File: config.mk
export PLATFORM = sky130hd
export DESIGN_NAME = hamming_stream_decoder
export DESIGN_NICKNAME = d
export VERILOG_FILES = /design/src/rtl/hamming_stream_decoder.sv
export SDC_FILE = /design/constraint.sdc
export NUM_CORES = 1
export LEC_CHECK = 0
export CAP_MARGIN = 20
export CORE_MARGIN = 5
export CORE_UTILIZATION = 42
export CTS_BUF_LIST = sky130_fd_sc_hd__clkbuf_16
export CTS_CLUSTER_SIZE = 14
export DETAILED_ROUTE_END_ITERATION = 6
export GPL_TIMING_DRIVEN = 0
export PLACE_DENSITY = 0.67
export RECOVER_POWER = 100
export SETUP_SLACK_MARGIN = 0.02
export SLEW_MARGIN = 20
export SYNTH_ARGS = -nofsm -noshare
export SYNTH_HDL_FRONTEND = slang
export SYNTH_SLANG_ARGS = --single-unit
File: constraint.sdc
create_clock -name clk -period 2.91 [get_ports clk]
set_input_delay 0.582 -clock clk [delete_from_list [all_inputs] [get_ports clk]]
set_output_delay 0.582 -clock clk [all_outputs]
set_load 0.01 [all_outputs]
File: src/rtl/hamming_stream_decoder.sv
// hamming_stream_decoder: receive-side SECDED for the extended Hamming (16,11) link.
// Two-stage valid/ready pipeline (syndrome stage, output register) with saturating
// SEC/DED counters and a capture of the first uncorrectable codeword.
module hamming_stream_decoder #(
  parameter int unsigned COUNT_W    = 16,
  parameter bit          CORRECT_EN = 1'b1
) (
  input  logic               clk,
  input  logic               rst_n,
  // codeword input stream
  input  logic               in_valid,
  output logic               in_ready,
  input  logic [15:0]        in_code,
  // decoded output stream
  output logic               out_valid,
  input  logic               out_ready,
  output logic [10:0]        out_data,
  output logic               out_sec,
  output logic               out_ded,
  output logic [3:0]         out_syndrome,
  // error statistics
  input  logic               cnt_clr,
  output logic [COUNT_W-1:0] sec_count,
  output logic [COUNT_W-1:0] ded_count,
  output logic               ded_log_vld,
  output logic [15:0]        ded_log_code
);

  localparam int unsigned CODE_W = 16;
  localparam int unsigned DATA_W = 11;
  localparam int unsigned SYN_W  = 4;

  // stage 1 registers
  logic              s1_valid_q, s1_valid_d;
  logic [CODE_W-1:0] s1_code_q,  s1_code_d;
  logic [SYN_W-1:0]  s1_syn_q,   s1_syn_d;
  logic              s1_par_q,   s1_par_d;

  // stage 2 (output) registers
  logic              out_valid_q, out_valid_d;
  logic [DATA_W-1:0] out_data_q,  out_data_d;
  logic              out_sec_q,   out_sec_d;
  logic              out_ded_q,   out_ded_d;
  logic [SYN_W-1:0]  out_syn_q,   out_syn_d;
  logic [CODE_W-1:0] out_code_q,  out_code_d;

  // statistics registers
  logic [COUNT_W-1:0] sec_count_q, sec_count_d;
  logic [COUNT_W-1:0] ded_count_q, ded_count_d;
  logic               log_vld_q,   log_vld_d;
  logic [CODE_W-1:0]  log_code_q,  log_code_d;

  // combinational helpers
  logic              s1_adv;
  logic              s2_adv;
  logic              out_hs;
  logic [SYN_W-1:0]  in_syn;
  logic              in_par;
  logic [DATA_W-1:0] data_flip;
  logic [DATA_W-1:0] s1_data;

  // Handshake: a stage advances when its downstream slot is free or draining.
  assign s2_adv   = !out_valid_q || out_ready;
  assign s1_adv   = !s1_valid_q || s2_adv;
  assign in_ready = s1_adv;
  assign out_hs   = out_valid_q && out_ready;

  // Syndrome is the XOR of the indices of set bits; bit 0 carries overall parity only.
  always_comb begin
    in_syn = '0;
    for (int unsigned i = 1; i < CODE_W; i++) begin
      if (in_code[i]) begin
        in_syn = in_syn ^ SYN_W'(i);
      end
    end
    in_par = ^in_code;
  end

  // Stage 1 next state: capture codeword, syndrome and parity on advance.
  always_comb begin
    s1_valid_d = s1_valid_q;
    s1_code_d  = s1_code_q;
    s1_syn_d   = s1_syn_q;
    s1_par_d   = s1_par_q;
    if (s1_adv) begin
      s1_valid_d = in_valid;
      if (in_valid) begin
        s1_code_d = in_code;
        s1_syn_d  = in_syn;
        s1_par_d  = in_par;
      end
    end
  end

  // Map the erroneous code position onto the data field; parity positions leave data alone.
  always_comb begin
    data_flip = '0;
    case (s1_syn_q)
      4'd3:    data_flip = DATA_W'(1);
      4'd5:    data_flip = DATA_W'(2);
      4'd6:    data_flip = DATA_W'(4);
      4'd7:    data_flip = DATA_W'(8);
      4'd9, 4'd10, 4'd11, 4'd12, 4'd13, 4'd14, 4'd15:
               data_flip = DATA_W'(1) << (s1_syn_q - SYN_W'(5));
      default: data_flip = '0;
    endcase
    if (!(CORRECT_EN && s1_par_q)) begin
      data_flip = '0;
    end
    s1_data = {s1_code_q[15:9], s1_code_q[7:5], s1_code_q[3]} ^ data_flip;
  end

  // Stage 2 next state: load classified word when the output slot can advance.
  always_comb begin
    out_valid_d = out_valid_q;
    out_data_d  = out_data_q;
    out_sec_d   = out_sec_q;
    out_ded_d   = out_ded_q;
    out_syn_d   = out_syn_q;
    out_code_d  = out_code_q;
    if (s2_adv) begin
      out_valid_d = s1_valid_q;
      if (s1_valid_q) begin
        out_data_d = s1_data;
        out_sec_d  = s1_par_q;
        out_ded_d  = !s1_par_q && (s1_syn_q != '0);
        out_syn_d  = s1_syn_q;
        out_code_d = s1_code_q;
      end
    end
  end

  // Statistics next state: update on delivery only; a simultaneous clear wins.
  always_comb begin
    sec_count_d = sec_count_q;
    ded_count_d = ded_count_q;
    log_vld_d   = log_vld_q;
    log_code_d  = log_code_q;
    if (cnt_clr) begin
      sec_count_d = '0;
      ded_count_d = '0;
      log_vld_d   = 1'b0;
      log_code_d  = '0;
    end else if (out_hs) begin
      if (out_sec_q && (sec_count_q != '1)) begin
        sec_count_d = sec_count_q + COUNT_W'(1);
      end
      if (out_ded_q && (ded_count_q != '1)) begin
        ded_count_d = ded_count_q + COUNT_W'(1);
      end
      if (out_ded_q && !log_vld_q) begin
        log_vld_d  = 1'b1;
        log_code_d = out_code_q;
      end
    end
  end

  // Pipeline state registers; async reset empties both stages.
  always_ff @(posedge clk or negedge rst_n) begin
    if (!rst_n) begin
      s1_valid_q  <= 1'b0;
      s1_code_q   <= '0;
      s1_syn_q    <= '0;
      s1_par_q    <= 1'b0;
      out_valid_q <= 1'b0;
      out_data_q  <= '0;
      out_sec_q   <= 1'b0;
      out_ded_q   <= 1'b0;
      out_syn_q   <= '0;
      out_code_q  <= '0;
    end else begin
      s1_valid_q  <= s1_valid_d;
      s1_code_q   <= s1_code_d;
      s1_syn_q    <= s1_syn_d;
      s1_par_q    <= s1_par_d;
      out_valid_q <= out_valid_d;
      out_data_q  <= out_data_d;
      out_sec_q   <= out_sec_d;
      out_ded_q   <= out_ded_d;
      out_syn_q   <= out_syn_d;
      out_code_q  <= out_code_d;
    end
  end

  // Statistics registers.
  always_ff @(posedge clk or negedge rst_n) begin
    if (!rst_n) begin
      sec_count_q <= '0;
      ded_count_q <= '0;
      log_vld_q   <= 1'b0;
      log_code_q  <= '0;
    end else begin
      sec_count_q <= sec_count_d;
      ded_count_q <= ded_count_d;
      log_vld_q   <= log_vld_d;
      log_code_q  <= log_code_d;
    end
  end

  assign out_valid    = out_valid_q;
  assign out_data     = out_data_q;
  assign out_sec      = out_sec_q;
  assign out_ded      = out_ded_q;
  assign out_syndrome = out_syn_q;
  assign sec_count    = sec_count_q;
  assign ded_count    = ded_count_q;
  assign ded_log_vld  = log_vld_q;
  assign ded_log_code = log_code_q;

endmodule

==> summary.txt, run 1 <==
Flow results follow.

The clock period could shrink to 2620 ps. In the final report, the number of hold violations comes to 0. The checks that failed: max-capacitance violations, max-slew violations. The number of max-slew violations in the final report is 28.

The horizontal die dimension is 117 um. The buffer levels on the longest clock path is 2. The number of antenna violations at the first check in global routing is 0. The first global-routing pass estimated 17.7 mm of wire.

The flow ran to the end, but the final reports show violations. The layout buffer count excluding clock buffers is 102. Buffers outside the clock tree occupy 15.5% of the routed design's cell area.

The synthesized instance count is 416. Per the GRT congestion report, total overflow comes to 0. The analysis reports a worst IR drop on VDD of 0.404 mV. The wire length on met3 is 491 um. The floorplan row count is 39.

The data required time of the critical path is 2330 ps. The critical path is of the input port to primary output type. The number of nets at floorplan is 439. The critical-path cell with the highest stage delay is dlygate4sd3_1. The worst path arrival time is 2030 ps. The number of non-clock inverters in the layout is 5.

The via density per instance is 5.21. The max-cap check violation count is 1. The highest clock frequency the design can meet is 382 MHz. The worst path uses 89.9% of the clock period. The power density over cell area is 641 nW/um2.

In this run the tools logged warnings totalling 26. The later-pin clock latency in the skew report is 340 ps. The post-synthesis register bit count is 105.

The floorplan die height is 117 um. The share of synthesized area in the top cell type comes to 54.9%. The area added between synthesis and finish is 27.9%. For this configuration, the core starts out at a cell density of 42.4%.

The top cell type in the final layout, fill and taps aside, is dfrtp_1. Once the clock tree was built, the resizer swapped 0 gates to a different size. For this design, Yosys synthesis ends with a cell count of 416.

The launch point of the critical path was reported as out_ready. The startpoint of the worst register-to-register path is sec_count[0]. Buffers placed on the I/O ports in this run total 87. The cell sitting at the root of the clock tree is a clkbuf_16. The chip area line of the yosys report is 4780 um2. The pin closest to its max-slew limit shows a slew of 1630 ps. Global routing consumed, on the met3 layer, 3.26% of the routing resources. The boundary pin count is 89.
==> run 1: through the flow <==
step                hold slack [ps]  instances
global placement                472        646
finish                          484        663
floorplan                       286        416
global route                    500        663
detailed placement              473        647
CTS                             101        663
==> run 1: state kept, by name, indices dropped and copies added (netlist names) <==
signal	flops
sec_count	16
out_valid	1
s1_valid_q	1
out_data	11
s1_par_q	1
out_sec	1
out_ded	1
ded_log_code	16
out_syndrome	4
out_code_q	16
ded_count	16
s1_code_q	16
ded_log_vld	1
s1_syn_q	4
==> run 1: power breakdown <==
part,total (uW),internal (uW),switching (uW),leakage [uW]
Combinational,832,450,382,0.00111
Sequential,1890,1700,197,0.00134
Clock,1190,607,587,0.000143
==> run 1: synthesized netlist by cell type, types with 2 or more instances <==
cell / count
nand2_1: 30
mux2i_1: 2
nor4_1: 8
o21ai_0: 18
nor4_2: 3
nor4b_1: 2
nand2b_1: 5
mux2_2: 38
nand4_1: 6
inv_1: 5
and4_1: 2
and3_1: 2
xnor2_1: 54
buf_2: 3
a211oi_1: 6
dfrtp_1: 105
a21oi_1: 6
nand3_1: 17
nand3b_1: 4
a22o_1: 16
clkbuf_1: 11
xor2_1: 11
nor3_1: 6
nor2_1: 43
ha_1: 2
or2_0: 2
==> run 1: worst min path at each step <==
stage,end,cells after the start,from
finish,out_data[1],2,out_data[1]
global route,out_data[1],2,out_data[1]
CTS,ded_count[9],1,rst_n
detailed placement,ded_count[9],1,rst_n
global placement,out_data[1],2,out_data[1]
floorplan,ded_count[0],0,rst_n
==> run 1: logic make-up after synthesis <==
family	Yosys count	synth area share (%)
AND/OR/NAND/NOR	135	14.5
flip-flops	105	54.9
XOR/XNOR	65	11.9
AND-OR/OR-AND	50	7.17
multiplexers	40	9.36
buffers and inverters	19	1.57
adder cells (fa/ha/maj)	2	0.523
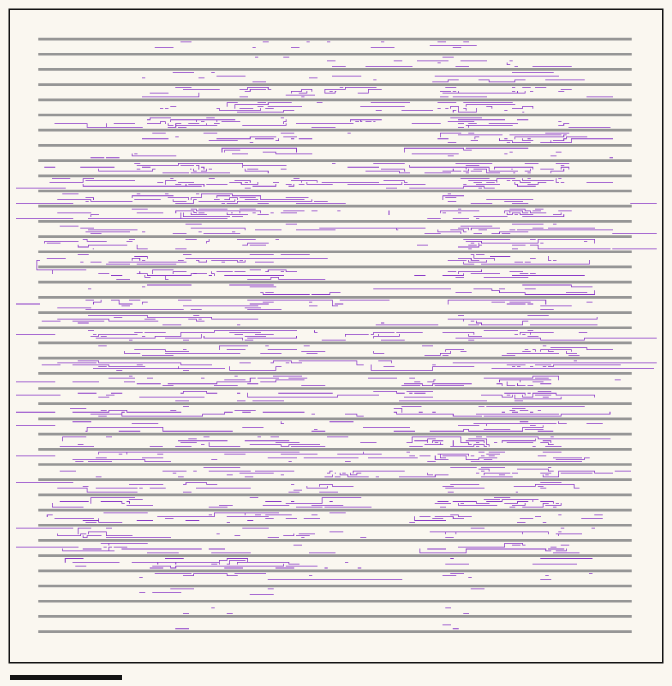
Run 1: the metal 1 layer
Bar = 20 um. Supply wires on this layer in gray.
longest straight run	36.3 um
wire length on this layer	4,630 um
nets with wire on the layer	472
share of all routed wire	44%
met1 track demand over resource: 21.4%
vias after detailed routing: 3,457
detailed-route wire length: 10.5 mm

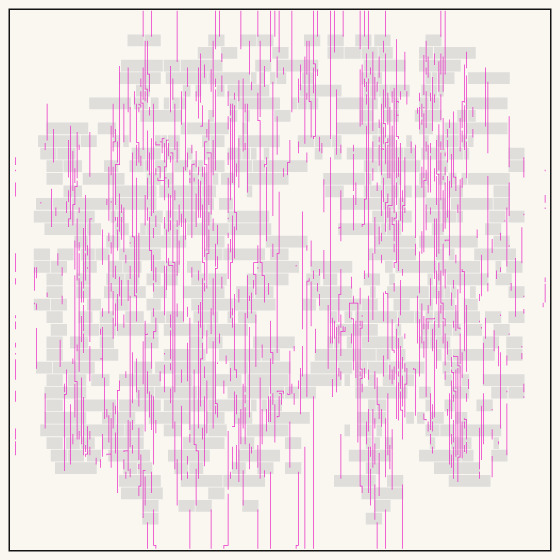
Run 1: the metal 2 layer
Cells faint in the background.
nets with wire on the layer	484
longest straight run	42.8 um
Global Route met2 Usage: 27.9%

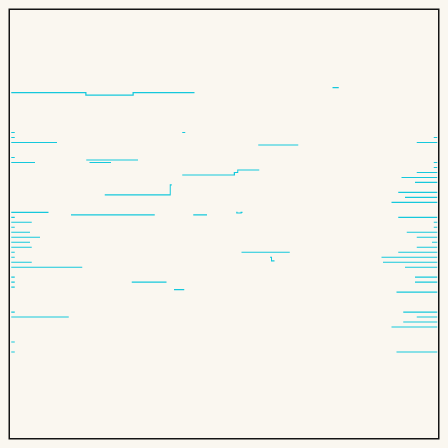
Run 1: the metal 3 layer
share of all routed wire	4.7%
nets with wire on the layer	60
wire length on this layer	492 um
longest straight run	22.5 um

Run 1, cell classes on the final placement:
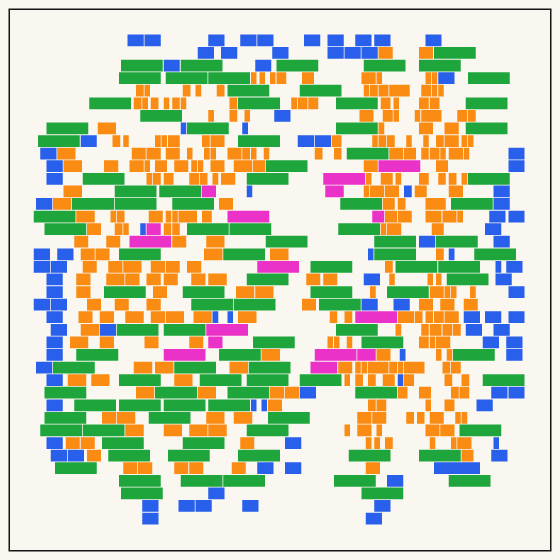

==> run 1 -> run 2 <==
Settings changed: GPL_TIMING_DRIVEN 0 to unset.
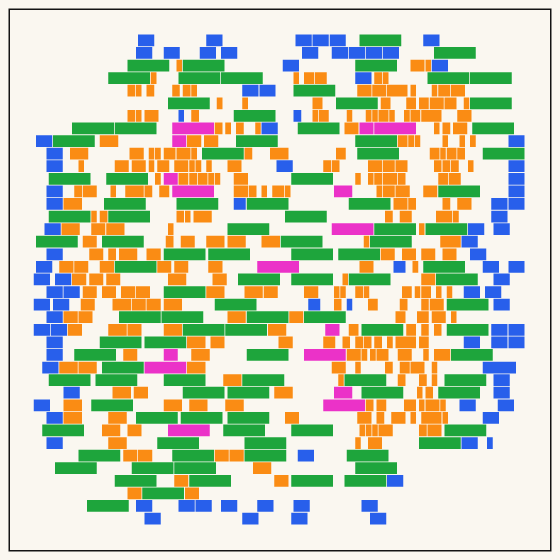
Run 2: cell classes on the final placement
color	class	cells	share of their area
green	flip-flops	105	44%
magenta	clock drivers and dummy loads	16	4.9%
blue	other buffers and delay cells	95	16%
orange	all other logic	297	35%

==> run 2 against run 1 <==
The flow still finishes with violations (max-capacitance violations, max-slew violations). Combinational power about the same. Critical endpoint unchanged. Non-clock buffer count down 7. Clock skew down 2.4 ps. First-iteration DRC count up 7.1%.
==> summary.txt, run 2 <==
Flow results follow.

The number of nets at floorplan is 439 (unchanged). The area share of the leading cell type in the synthesized netlist is 54.9% (unchanged). The starting DRC count in detailed routing is 151. The via count of the routed design came to 3,444 (-0.38%).

Summing all multi-input logic gate instances after layout gives 2050 um2. The worst setup path is of the input port to primary output kind. The final reports fail on max-capacitance violations, max-slew violations. By count the netlist is led by dfrtp_1, xnor2_1, nor2_1.

The hold violation total from the final report came to 0 (unchanged). The post-synthesis cell count from yosys was 416 (unchanged). The floorplan die height is 117 um (unchanged). The switching fraction of total power is 29.7% (-0.090 points). In the final layout, flip-flops and latches occupy 2630 um2.

The post-route DRC violation count is 0. The maximum vdd ir drop is 0.357 mV (-12%). The global-route wire length before repair was 17.9 mm (+0.89%). The post-route minimum period is 2600 ps (-15.1 ps). The layout buffer count excluding clock buffers is 95 (-6.9%). The boundary pin count is 89 (unchanged). The root buffer cell is clkbuf_16.

The net switching component of the power is 1160 uW (-0.38%). The horizontal die dimension is 117 um (unchanged). The worst path arrival time is 2020 ps (about the same).

The overflow left after global routing is 0 (unchanged). The buffer levels on the longest clock path came to 2 (unchanged). The number of antenna violations at the first check in global routing was 0 (unchanged).

The number of buffer cells added on primary ports came to 88 (+1.1%). By instance count, the leading cell after synthesis is dfrtp_1. The later-pin clock latency in the skew report was 340 ps (about the same). The post-cts sizing count was 0 (unchanged). The wire length on met3 came to 582 um (+19%). The flow ran to the end, but the final reports show violations.

The floorplan row count is 39 (unchanged). The tally of OpenROAD warnings was 26 (unchanged). The post-synthesis register bit count is 105 (unchanged). The total negative slack is 0 ps. The via density per instance is 5.25 (+0.69%). The total wire length is 10.6 mm (+1.1%). The leading cell type in the layout, fill and taps excluded is dfrtp_1. The critical-path cell with the highest stage delay is dlygate4sd3_1. The number of non-clock inverters in the layout was 5 (unchanged). The chip area line of the yosys report was 4780 um2 (unchanged).

The internal power consumption is 2760 uW (about the same). The proportion of final cell area spent on non-clock buffers is 15.2% (-0.21 points). The highest clock frequency the design can meet is 384 MHz (+0.58%).

The max-cap check violation count is 1 (unchanged). The combinational share of power was 21.2% (about the same). Between the synthesized netlist and the finished layout, the area growth was recorded as 27.5%. The number of max-slew violations in the final report is 43 (+54%). The floorplan utilization is 42.4% (unchanged).
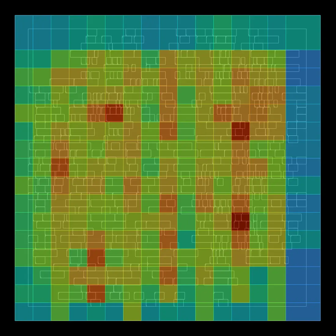
Run 2: routing congestion
met1 track demand over resource: 21.8%
GRT Resource Usage Total: 16.7%
detail-routed net length per standard cell: 16.2 um
busiest grt layer: met2
Global Route met2 Usage: 27.9%

==> run 2: cell types whose count changed in the layout (fill, tap and decap cells not counted), sizes merged <==
cell	delta
clkinv	-2
buf	+2
clkinvlp	-1
clkbuf	-10
clkdlybuf4s50	+1
inv	+3
==> run 2: logic make-up (layout without fill, tap and decap cells) <==
| group | Yosys count | in the layout | share of synthesized area [%] |
|---|---|---|---|
| multiplexers | 40 | 40 | 9.36 |
| AND-OR/OR-AND | 50 | 50 | 7.17 |
| adder cells (fa/ha/maj) | 2 | 2 | 0.523 |
| buffers and inverters | 19 | 116 | 1.57 |
| flip-flops | 105 | 105 | 54.9 |
| AND/OR/NAND/NOR | 135 | 135 | 14.5 |
| XOR/XNOR | 65 | 65 | 11.9 |
==> run 2: per-stage QoR <==
stage	cells	power (uW)	hold WS [ps]	setup WS [ps]	util [%]
after CTS	656	4030	230	478	54.5
after floorplan	416	2360	286	1120	-
after global routing	656	4140	514	214	54.1
after detailed placement	640	2830	478	370	51.9
after global placement	640	2800	467	471	51.9
final	656	3920	482	309	54.1
==> run 2: power by group through the flow <==
stage | Combinational [uW] | Sequential (uW) | Clock, uW
CTS | 900 | 1910 | 1220
detailed placement | 895 | 1940 | 0
finish | 829 | 1900 | 1190
floorplan | 432 | 1930 | 0
global route | 917 | 1940 | 1290
global placement | 876 | 1930 | 0
==> run 2: path summary, 6_finish.rpt <==
check	start	endpoint	slack, ps	cells past startpoint
hold / removal	out_data[3]	out_data[3]	480	2
hold reg to reg	out_data[3]	out_data[3]	480	2
max in group asynchronous	rst_n	s1_code_q[11]	710	1
min in group asynchronous	rst_n	ded_count[0]	910	1
setup / recovery	out_ready	in_ready	310	3
setup reg to reg	sec_count[0]	sec_count[0]	730	6
==> run 2 -> run 3 <==
Settings changed: CORE_MARGIN 5 to unset, CORE_UTILIZATION 42 to 51, PLACE_DENSITY 0.67 to 0.79, SLEW_MARGIN 20 to unset.
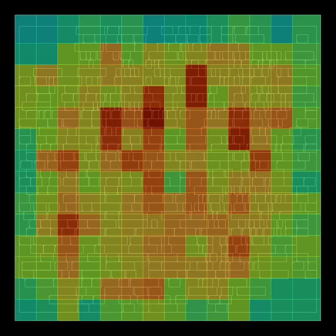
Run 3: routing congestion
Global Route met2 Usage: 38.5%
met3 Track Usage GR: 5.39%

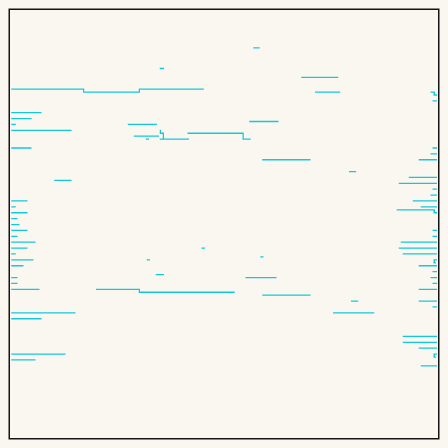
Run 3: the metal 3 layer
wire length on this layer	401 um
share of all routed wire	4.0%
main direction	horizontal
nets with wire on the layer	68
longest straight run	21.8 um

==> run 3 against run 2 <==
The flow still finishes with violations (max-capacitance violations, max-slew violations). Setup slack got worse by 1.5 ps. Global-route usage up 5.5 points. Cell area down 0.66%. Via count up 1.2%. Critical path type unchanged.
==> summary.txt, run 3 <==
Flow results follow.

The routed length per instance is 16.3 um (+0.58%). The tally of OpenROAD warnings came to 26 (unchanged). The root buffer cell is clkbuf_16. The worst reg2reg path depth is 6 (unchanged). The floorplan row count came to 34 (-13%). The number of buffer cells added on primary ports came to 88 (unchanged). The flow ran to the end, but the final reports show violations. The area added between synthesis and finish is 26.6%.

The leading cell type in the layout, fill and taps excluded is dfrtp_1. The combined global-route utilization of all metal layers is 22.1% (+5.5 points). The core utilization of the finished layout was 68.1% (+14 points).

The buffer levels on the longest clock path is 2 (unchanged). The highest clock frequency the design can meet was 384 MHz (about the same). The critical path in this run is classified as input port to primary output. The boundary pin count is 89 (unchanged). The total negative slack is 0 ps (unchanged). Looking at the reg2reg group, the worst path ends at sec_count[1]. The number of max-slew violations in the final report came to 66 (+53%). The chip area line of the yosys report is 4780 um2 (unchanged). The max-cap check violation count came to 1 (unchanged). The post-synthesis register bit count is 105 (unchanged).

The most common cell in the synthesized netlist is dfrtp_1. The critical path startpoint is out_ready. The post-cts sizing count is 0 (unchanged). The timing report gives the clock slew at the launch and capture registers of the worst setup and hold paths as 70 ps. The share of the cycle needed by the critical path after routing is 89.4%.

The total wire length came to 10.1 mm (-4.8%). The via count of the routed design is 3,486 (+1.2%). The final reports fail on max-capacitance violations, max-slew violations. The global-route wire length before repair is 16.8 mm (-5.9%). The via density per instance is 5.61 (+6.9%). The number of antenna violations at the first check in global routing was 0 (unchanged).

The overflow left after global routing is 0 (unchanged). The startpoint of the worst register-to-register path is sec_count[1]. The synthesized area is 4780 um2. The hold violation total from the final report is 0 (unchanged). The later-pin clock latency in the skew report is 340 ps (about the same). The maximum vdd ir drop is 0.417 mV (+17%).

The number of nets at floorplan was 439 (unchanged). The worst path arrival time came to 2020 ps (about the same). The horizontal die dimension is 98.8 um (-15%). The floorplan utilization is 53.8% (+11 points). The post-route minimum period is 2600 ps (+1.52 ps). The post-synthesis cell count from yosys is 416 (unchanged). The floorplan die height came to 98.8 um (-15%).

By count the netlist is led by dfrtp_1, xnor2_1, nor2_1. The starting DRC count in detailed routing is 155 (+2.6%).
run 3: netlist changes by cell type in the layout (fill, tap and decap cells not counted), sizes merged:
cell and delta:
buf +1, bufinv +1, clkbuf -1, clkinv -1, clkinvlp +1, inv -1
run 3: cell families (layout without fill, tap and decap cells):
group	count (synthesis)	in the layout	synth area share, %
adder cells (fa/ha/maj)	2	2	0.523
flip-flops	105	105	54.9
buffers and inverters	19	116	1.57
AND/OR/NAND/NOR	135	135	14.5
XOR/XNOR	65	65	11.9
multiplexers	40	40	9.36
AND-OR/OR-AND	50	50	7.17
run 3: final cells by class:
class | count | area, um2 | share of cell area (%)
Tap cell | 108 | 135 | 2.23
Clock buffer | 9 | 225 | 3.72
Sequential cell | 105 | 2630 | 43.4
Multi-Input combinational cell | 292 | 2040 | 33.8
Timing Repair Buffer | 95 | 922 | 15.2
Inverter | 5 | 18.8 | 0.310
Clock inverter | 7 | 83.8 | 1.38
run 3: routing by layer:
layer / share of wire (%) / global-route usage, %
met4: 1.6 / 5.86
met3: 4.0 / 5.39
met2: 50 / 38.5
met1: 44 / 27.7
met5: 0 / 0
run 3: worst max path at each step:
stage | end | cells after the start
2_1_floorplan | s1_code_q[13] | 4
3_3_place_gp | ded_log_code[7] | 6
3_5_place_dp | ded_log_code[14] | 6
4_1_cts | in_ready | 3
5_1_grt | in_ready | 3
6_report | in_ready | 3
run 3: per-stage QoR:
step                area, um2  std cells  setup slack, ps  hold slack, ps
global placement         5810        605              340             467
CTS                      6110        621              482             241
global route             6060        621              262             253
floorplan                4780        416             1120             286
finish                   6060        621              307             214
detailed placement       5810        605              277             474
run 3: worst max-delay path: stages:
cell	delay (ps)
dlygate4sd3_1	600
nand3b_1	220
dlygate4sd3_1	620
run 3: power by group:
group          internal, uW  switching [uW]
registers              1700             201
logic                   452             385
clock network           687             582
Power and IR drop assume default switching activity.
